==> config.mk <==
export PLATFORM = sky130hd
export DESIGN_NAME = dec_frame_loader_flat
export DESIGN_NICKNAME = d
export VERILOG_FILES = /design/src/rtl/dec_frame_loader_pkg.sv /design/src/rtl/dec_frame_loader_if.sv /design/src/rtl/dec_frame_loader_frame_buf.sv /design/src/rtl/dec_frame_loader.sv /design/src/flat_wrapper.sv
export SDC_FILE = /design/constraint.sdc
export NUM_CORES = 1
export LEC_CHECK = 0
export CORE_MARGIN = 2
export CORE_UTILIZATION = 50
export CTS_CLUSTER_DIAMETER = 100
export DETAILED_ROUTE_END_ITERATION = 16
export HOLD_SLACK_MARGIN = 0.08
export PLACE_DENSITY = 0.82
export SLEW_MARGIN = 40
export SYNTH_ARGS = -nofsm -noshare
export SYNTH_HDL_FRONTEND = slang
export SYNTH_HIERARCHICAL = 1
export SYNTH_SLANG_ARGS = --single-unit
==> constraint.sdc <==
create_clock -name sys_clk -period 2.53 [get_ports sys_clk]
set_input_delay 0.253 -clock sys_clk [delete_from_list [all_inputs] [get_ports sys_clk]]
set_output_delay 0.253 -clock sys_clk [all_outputs]
set_load 0.01 [all_outputs]
==> src/rtl/dec_frame_loader_pkg.sv <==
// dec_frame_loader_pkg: frame geometry, buffer state encoding and shared types for the ping-pong frame loader
package dec_frame_loader_pkg;
    localparam int MAX_CODE_RATE   = 2;
    localparam int TRACEBACK_DEPTH = 16;
    localparam int SYMS_PER_FRAME  = TRACEBACK_DEPTH / MAX_CODE_RATE;
    localparam int CNT_W           = $clog2(SYMS_PER_FRAME + 1);

    typedef enum logic [1:0] {
        BUF_EMPTY   = 2'b00,
        BUF_FILLING = 2'b01,
        BUF_FULL    = 2'b10
    } buf_state_e;

    typedef logic [MAX_CODE_RATE-1:0]   sym_t;
    typedef logic [TRACEBACK_DEPTH-1:0] frame_t;
    typedef logic [CNT_W-1:0]           cnt_t;
endpackage

==> src/rtl/dec_frame_loader_if.sv <==
// dec_frame_loader_if: symbol stream in, frame handshake out; master = symbol source / decoder side, slave = loader
interface dec_frame_loader_if;
    import dec_frame_loader_pkg::*;
    sym_t        i_sym;
    logic        i_sym_valid;
    logic        o_sym_ready;
    logic        i_flush;
    frame_t      o_frame_data;
    logic        o_frame_valid;
    logic        i_frame_ack;
    logic [15:0] o_frame_cnt;

    modport master (
        output i_sym, i_sym_valid, i_flush, i_frame_ack,
        input  o_sym_ready, o_frame_data, o_frame_valid, o_frame_cnt
    );

    modport slave (
        input  i_sym, i_sym_valid, i_flush, i_frame_ack,
        output o_sym_ready, o_frame_data, o_frame_valid, o_frame_cnt
    );
endinterface

==> src/rtl/dec_frame_loader_frame_buf.sv <==
// dec_frame_loader_frame_buf: one frame buffer -- symbol write at MSB-first slot, zero-padded close, EMPTY/FILLING/FULL state
module dec_frame_loader_frame_buf
    import dec_frame_loader_pkg::*;
(
    input  logic       sys_clk,
    input  logic       rst,
    input  logic       wr,
    input  logic       flush,
    input  logic       clr,
    input  sym_t       sym,
    input  cnt_t       idx,
    output buf_state_e state,
    output frame_t     data,
    output logic       done
);
    buf_state_e state_n;
    frame_t     data_n;
    logic       last;
    logic       close;

    // Buffer state and contents
    always_ff @(posedge sys_clk or negedge rst) begin
        if (!rst) begin
            state <= BUF_EMPTY;
            data  <= '0;
        end else begin
            state <= state_n;
            data  <= data_n;
        end
    end

    // Next state/contents: the incoming symbol lands first, then a close clears every slot past it
    always_comb begin
        state_n = clr ? BUF_EMPTY : done ? BUF_FULL : wr ? BUF_FILLING : state;
        data_n  = data;
        for (int k = 0; k < SYMS_PER_FRAME; k++) begin
            if (wr && cnt_t'(k) == idx)
                data_n[TRACEBACK_DEPTH-1-k*MAX_CODE_RATE -: MAX_CODE_RATE] = sym;
            if (close && k >= int'(idx) + int'(wr))
                data_n[TRACEBACK_DEPTH-1-k*MAX_CODE_RATE -: MAX_CODE_RATE] = '0;
        end
    end

    // Completion: last slot written, or a flush while the buffer holds (or is receiving) data
    always_comb begin
        last  = wr && idx == cnt_t'(SYMS_PER_FRAME - 1);
        close = flush && (wr || state == BUF_FILLING);
        done  = last || close;
    end
endmodule

==> src/rtl/dec_frame_loader.sv <==
// dec_frame_loader: ping-pong symbol-to-frame loader for the decoder; optional LOADER_OVERFLOW_STATUS_EN adds o_overflow/o_drop_cnt
module dec_frame_loader
    import dec_frame_loader_pkg::*;
(
    input  logic               sys_clk,
    input  logic               rst,
    input  logic               en,
    dec_frame_loader_if.slave  bus
`ifdef LOADER_OVERFLOW_STATUS_EN
    ,
    output logic               o_overflow,
    output logic [7:0]         o_drop_cnt
`endif
);
    logic        wr_ptr;
    logic        rd_ptr;
    cnt_t        cnt;
    logic [15:0] frame_cnt;
    buf_state_e  st [2];
    frame_t      dat [2];
    logic [1:0]  done;
    logic        accept;
    logic        ack;

    assign accept = en && bus.i_sym_valid && bus.o_sym_ready;
    assign ack    = en && bus.i_frame_ack && bus.o_frame_valid;

    for (genvar b = 0; b < 2; b++) begin : g_buf
        dec_frame_loader_frame_buf u_buf (
            .sys_clk (sys_clk),
            .rst     (rst),
            .wr      (accept && wr_ptr == 1'(b)),
            .flush   (en && bus.i_flush && wr_ptr == 1'(b)),
            .clr     (ack && rd_ptr == 1'(b)),
            .sym     (bus.i_sym),
            .idx     (cnt),
            .state   (st[b]),
            .data    (dat[b]),
            .done    (done[b])
        );
    end

    // Write side moves to the other buffer on completion; read side advances and counts on ack
    always_ff @(posedge sys_clk or negedge rst) begin
        if (!rst) begin
            wr_ptr    <= 1'b0;
            rd_ptr    <= 1'b0;
            cnt       <= '0;
            frame_cnt <= '0;
        end else begin
            if (|done) begin
                wr_ptr <= ~wr_ptr;
                cnt    <= '0;
            end else if (accept) begin
                cnt <= cnt + 1'b1;
            end
            if (ack) begin
                rd_ptr    <= ~rd_ptr;
                frame_cnt <= frame_cnt + 16'd1;
            end
        end
    end

    assign bus.o_sym_ready   = st[wr_ptr] != BUF_FULL;
    assign bus.o_frame_valid = st[rd_ptr] == BUF_FULL;
    assign bus.o_frame_data  = dat[rd_ptr];
    assign bus.o_frame_cnt   = frame_cnt;

`ifdef LOADER_OVERFLOW_STATUS_EN
    logic drop;
    assign drop = en && bus.i_sym_valid && !bus.o_sym_ready;

    // Sticky overflow flag and saturating count of refused symbol cycles
    always_ff @(posedge sys_clk or negedge rst) begin
        if (!rst) begin
            o_overflow <= 1'b0;
            o_drop_cnt <= '0;
        end else if (drop) begin
            o_overflow <= 1'b1;
            if (o_drop_cnt != 8'hFF) o_drop_cnt <= o_drop_cnt + 8'd1;
        end
    end
`endif
endmodule
==> src/flat_wrapper.sv <==
// flat-port wrapper written by rule: the top's interface ports become plain ports
module dec_frame_loader_flat import dec_frame_loader_pkg::*;
  (sys_clk, rst, en, bus_i_sym, bus_i_sym_valid, bus_i_flush, bus_i_frame_ack, bus_o_sym_ready, bus_o_frame_data, bus_o_frame_valid, bus_o_frame_cnt);
  dec_frame_loader_if bus_i ();
  input  logic sys_clk;
  input  logic rst;
  input  logic en;
  input wire logic [$bits(bus_i.i_sym)-1:0] bus_i_sym;
  input wire logic [$bits(bus_i.i_sym_valid)-1:0] bus_i_sym_valid;
  input wire logic [$bits(bus_i.i_flush)-1:0] bus_i_flush;
  input wire logic [$bits(bus_i.i_frame_ack)-1:0] bus_i_frame_ack;
  output wire logic [$bits(bus_i.o_sym_ready)-1:0] bus_o_sym_ready;
  output wire logic [$bits(bus_i.o_frame_data)-1:0] bus_o_frame_data;
  output wire logic [$bits(bus_i.o_frame_valid)-1:0] bus_o_frame_valid;
  output wire logic [$bits(bus_i.o_frame_cnt)-1:0] bus_o_frame_cnt;
  assign bus_i.i_sym = bus_i_sym;
  assign bus_i.i_sym_valid = bus_i_sym_valid;
  assign bus_i.i_flush = bus_i_flush;
  assign bus_i.i_frame_ack = bus_i_frame_ack;
  assign bus_o_sym_ready = bus_i.o_sym_ready;
  assign bus_o_frame_data = bus_i.o_frame_data;
  assign bus_o_frame_valid = bus_i.o_frame_valid;
  assign bus_o_frame_cnt = bus_i.o_frame_cnt;
  dec_frame_loader u_core (.sys_clk(sys_clk), .rst(rst), .en(en), .bus(bus_i));
endmodule
==> results_slide.txt <==
Physical Implementation Snapshot

Timing
  – Fmax: 435 MHz
  – Final setup violation count: 0
  – Final Hold Viols: 0
  – Slew HR: 53.9%
  – Period utilization: 90.8%
  – Tmin final: 2.30 ns
  – Setup Skew: 0.00666 ns
  – Worst Slack Setup Final: 0.233 ns
  – Setup TNS Final: 0 ns

Clocking
  – CTS HTree Levels: 3
  – TritonCTS clock tree: yes
  – Clk Latency, worst-skew pair: 0.33 ns
  – CTS Buf Count: 9
  – Clk Tree Root Cell: clkbuf_8
  – # clock sinks: 58

Setup path
  – Crit path launch type: register
  – CP Launch Point: u_core/g_buf[1].u_buf/state[1]
  – Critical Path, Cell by Cell: nor2b_1 -> nor3b_1 -> buf_4 -> ha_1 -> ha_1 -> and4bb_2 -> a21oi_1 -> nor3_1 -> buf_4 -> a21oi_1
  – Data required, critical path: 2.74 ns
  – CP Buf/Inv Count: 2
  – Critical Path End: u_core/g_buf[1].u_buf/data[14]
  – Reg2reg setup slack: 0.23 ns
  – Max incr delay on CP: 0.40 ns
  – CP Data Arrival Time: 2.51 ns
  – CP Capture Type: register
  – RR Startpoint: u_core/g_buf[1].u_buf/state[1]
  – CP max-delay cell: dfrtp_1
  – Crit path max fanout: 8
  – Critical path depth: 10

Place
  – Pre-CTS WS: -0.00457 ns
  – HPWL after detailed placement: 5670 µm

Yosys
  – Multiplexer share: 14.9%
  – Aoi share: 10.0%
  – Largest logic family: simple AND/OR/NAND/NOR gates
  – Yosys reg bits: 58
  – XOR Share, Synth: 5.36%
  – Synthesized net count: 349
  – Yosys cell count: 333
  – Flip-flops with a built-in enable: 0
  – Share of flip-flops with an asynchronous set or reset: 100%
  – Basic Gates by Area: 21.7%
  – Synth top area cells: dfrtp_1 42%, mux2i_1 8.8%, mux2_2 5.3%, nor2_1 4.5%, nand2_1 3.8%
  – Area leader share: 42.3%
  – Dominant flop cell: dfrtp_1
  – Yosys synthesis chip area: 0.00343 mm²
  – Fa+ha+maj area frac: 2.92%
  – Cell taking the most area after synthesis: dfrtp_1
  – Register share after synthesis: 42.3%

Layout
  – Max reg flops: 32
  – Layout cells sized above 1: 19.3%
  – Layout Area Growth over Synthesis: 23.3%
  – Most frequent cells in the layout: 58 x dfrtp_1, 41 x nor2_1, 40 x clkdlybuf4s50_1, 35 x nand2_1, 30 x mux2i_1
  – N_diodes: 0
  – Most frequent logic cell in the layout: dfrtp_1
  – Final #Nets: 411
  – Biggest register: u_core/g_buf.u_buf/data
  – Fill cells: 553

GRT
  – Grt peak-use layer: met2
  – Global-route track usage on met3: 4.76%
  – Met1 Use GR: 28.5%
  – GRT met2 Usage: 38.2%
  – Largest net degree at the start of global routing: 59
  – First-pass GRT wire length: 13300 µm
  – Grt total ovfl: 0
  – Vias in the first global route: 2747

Flow run
  – Max-cap violations: 0
  – Tool warning count: 28

Pwr
  – Switching pwr: 1.48 mW
  – Share of power burned in registers: 36.4%
  – Comb pwr share: 42.7%
  – Sw frac: 37.1%
  – Internal: 2.51 mW
  – PwrDens: 943 mW/mm²

Outcome
  – Status: finished, final reports clean

Detailed routing
  – Drt wl/cell: 16.3 µm
  – Routed wire length: 7830 µm
  – Final ANT Viol Nets: 0

Min path
  – Hold crit path type: reg -> reg

Floorplanning
  – Chip area: 0.00754 mm²
==> stage by stage <==
step,utilization [%],area [µm²],power [mW],std cells,hold WS [ns]
global placement,59.9,4020,3.10,463,0.434
CTS,62.9,4220,4.02,479,0.503
global route,62.9,4230,4.25,479,0.514
floorplan,-,3430,2.50,333,-0.0426
detailed placement,59.9,4020,3.15,463,0.443
finish,62.9,4230,3.99,479,0.493
==> worst min path at each step <==
stage | from | to | cells after the start
after CTS | u_core/bus.o_frame_cnt[15] | u_core/bus.o_frame_cnt[15] | 1
after global placement | rst | u_core/g_buf[1].u_buf/data[4] | 2
after global routing | u_core/bus.o_frame_cnt[13] | u_core/bus.o_frame_cnt[13] | 1
after detailed placement | rst | u_core/g_buf[1].u_buf/data[5] | 2
after floorplan | rst | u_core/bus.o_frame_cnt[0] | 0
final | u_core/bus.o_frame_cnt[15] | u_core/bus.o_frame_cnt[15] | 1
==> area by class of cell <==
type	count	area (µm²)	area share, %
Multi-Input combinational cell	257	1880	44.5
Inverter	5	18.8	0.444
Clock inverter	5	55.1	1.30
Clock buffer	10	138	3.26
Tap cell	80	100	2.37
Timing Repair Buffer	64	584	13.8
Sequential cell	58	1450	34.3
==> repair_timing <==
| item | 4_1_cts | 5_1_grt |
|---|---|---|
| endpoints found under the hold margin | 3 | 0 |
| resized | 0 | 0 |
| setup buffers | 0 | 0 |
| hold buffers | 1 | 0 |
==> power by group through the flow <==
stage	logic, mW	registers (mW)	clock network, mW
floorplan	1.12	1.37	0
global placement	1.65	1.45	0
detailed placement	1.69	1.47	0
CTS	1.71	1.46	0.854
global route	1.87	1.49	0.893
finish	1.70	1.45	0.834
==> metal layers <==
metal / share of wire [%] / vias up
met4: 1.8 / 0
met3: 4.6 / 14
met1: 44 / 1338
met2: 50 / 79
met5: 0 / -
li1: - / 1309
route_heat.png
The die is cut into 17 by 17 equal tiles; dark blue is low, red is high, scaled to the fullest tile. Values are wire area over tile area, all layers added.
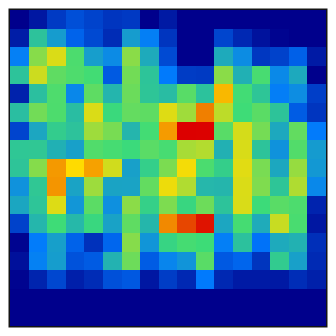
The densest ninth of the die: middle. The mean over all tiles is 0.16. The emptiest ninth of the die: bottom left. The fullest tile reaches 0.50.
Tot GR Track Use: 22.6%
DR vias: 2740

floorplan.png
The bar under the picture is 20 µm long. Pins as bars on the die edge. Tap cells in gray.
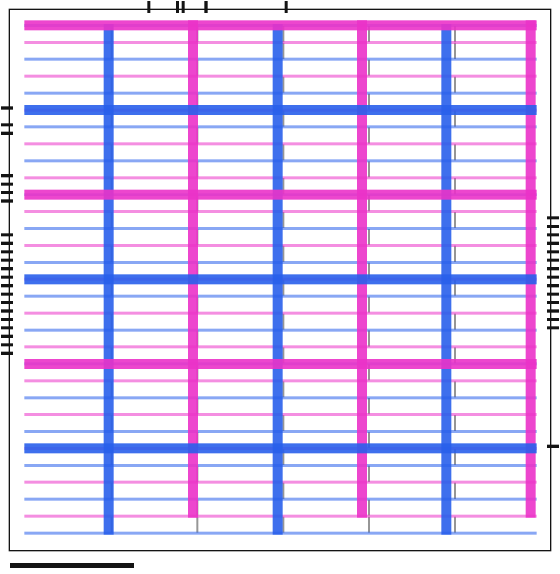
Key: blue = VSS; magenta = VDD
80 tap cells. 6 straps on met5. 6 straps on met4. 42 signal pins sit on the boundary. 31 met1 rails follow the rows.
Worst IR Drop VDD: 735 µV
Die Span Y: 86.8 µm
core area: 0.00672 mm²
die width: 86.8 µm

class_map.png
Fill, decap, tap and diode cells in gray.
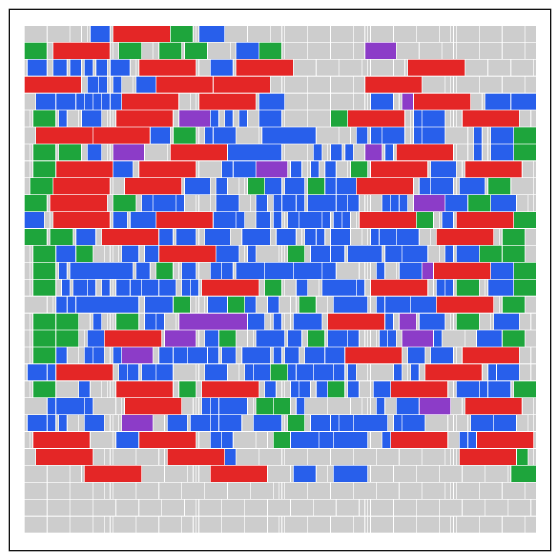
Key: red = sequential cells [cells 58, share of their area 35%]; green = remaining buffers and delay cells [cells 64, share of their area 14%]; blue = remaining logic cells [cells 262, share of their area 46%]; purple = clock drivers and dummy loads [cells 15, share of their area 4.7%]
Final Cell Area: 0.00423 mm²
# rows: 30
fin util: 62.9%
fraction of area in registers: 34.3%

port_trees.png
The bar under the picture is 20 µm long.
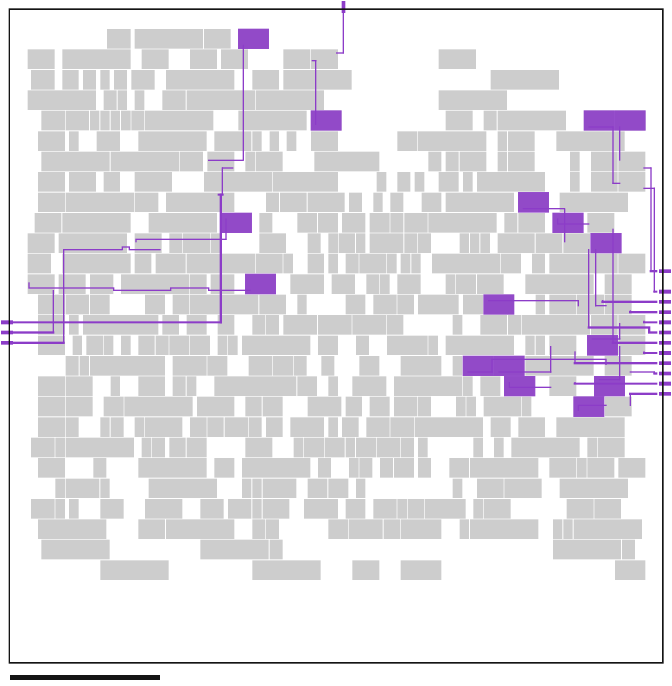
Key: purple = bus_o_frame_data [bits 16, direction output, end cells 16, buffers 16, wire 400 µm]
PortBufs: 41
IO Pins: 42

Power is estimated from default activity; no workload was simulated.
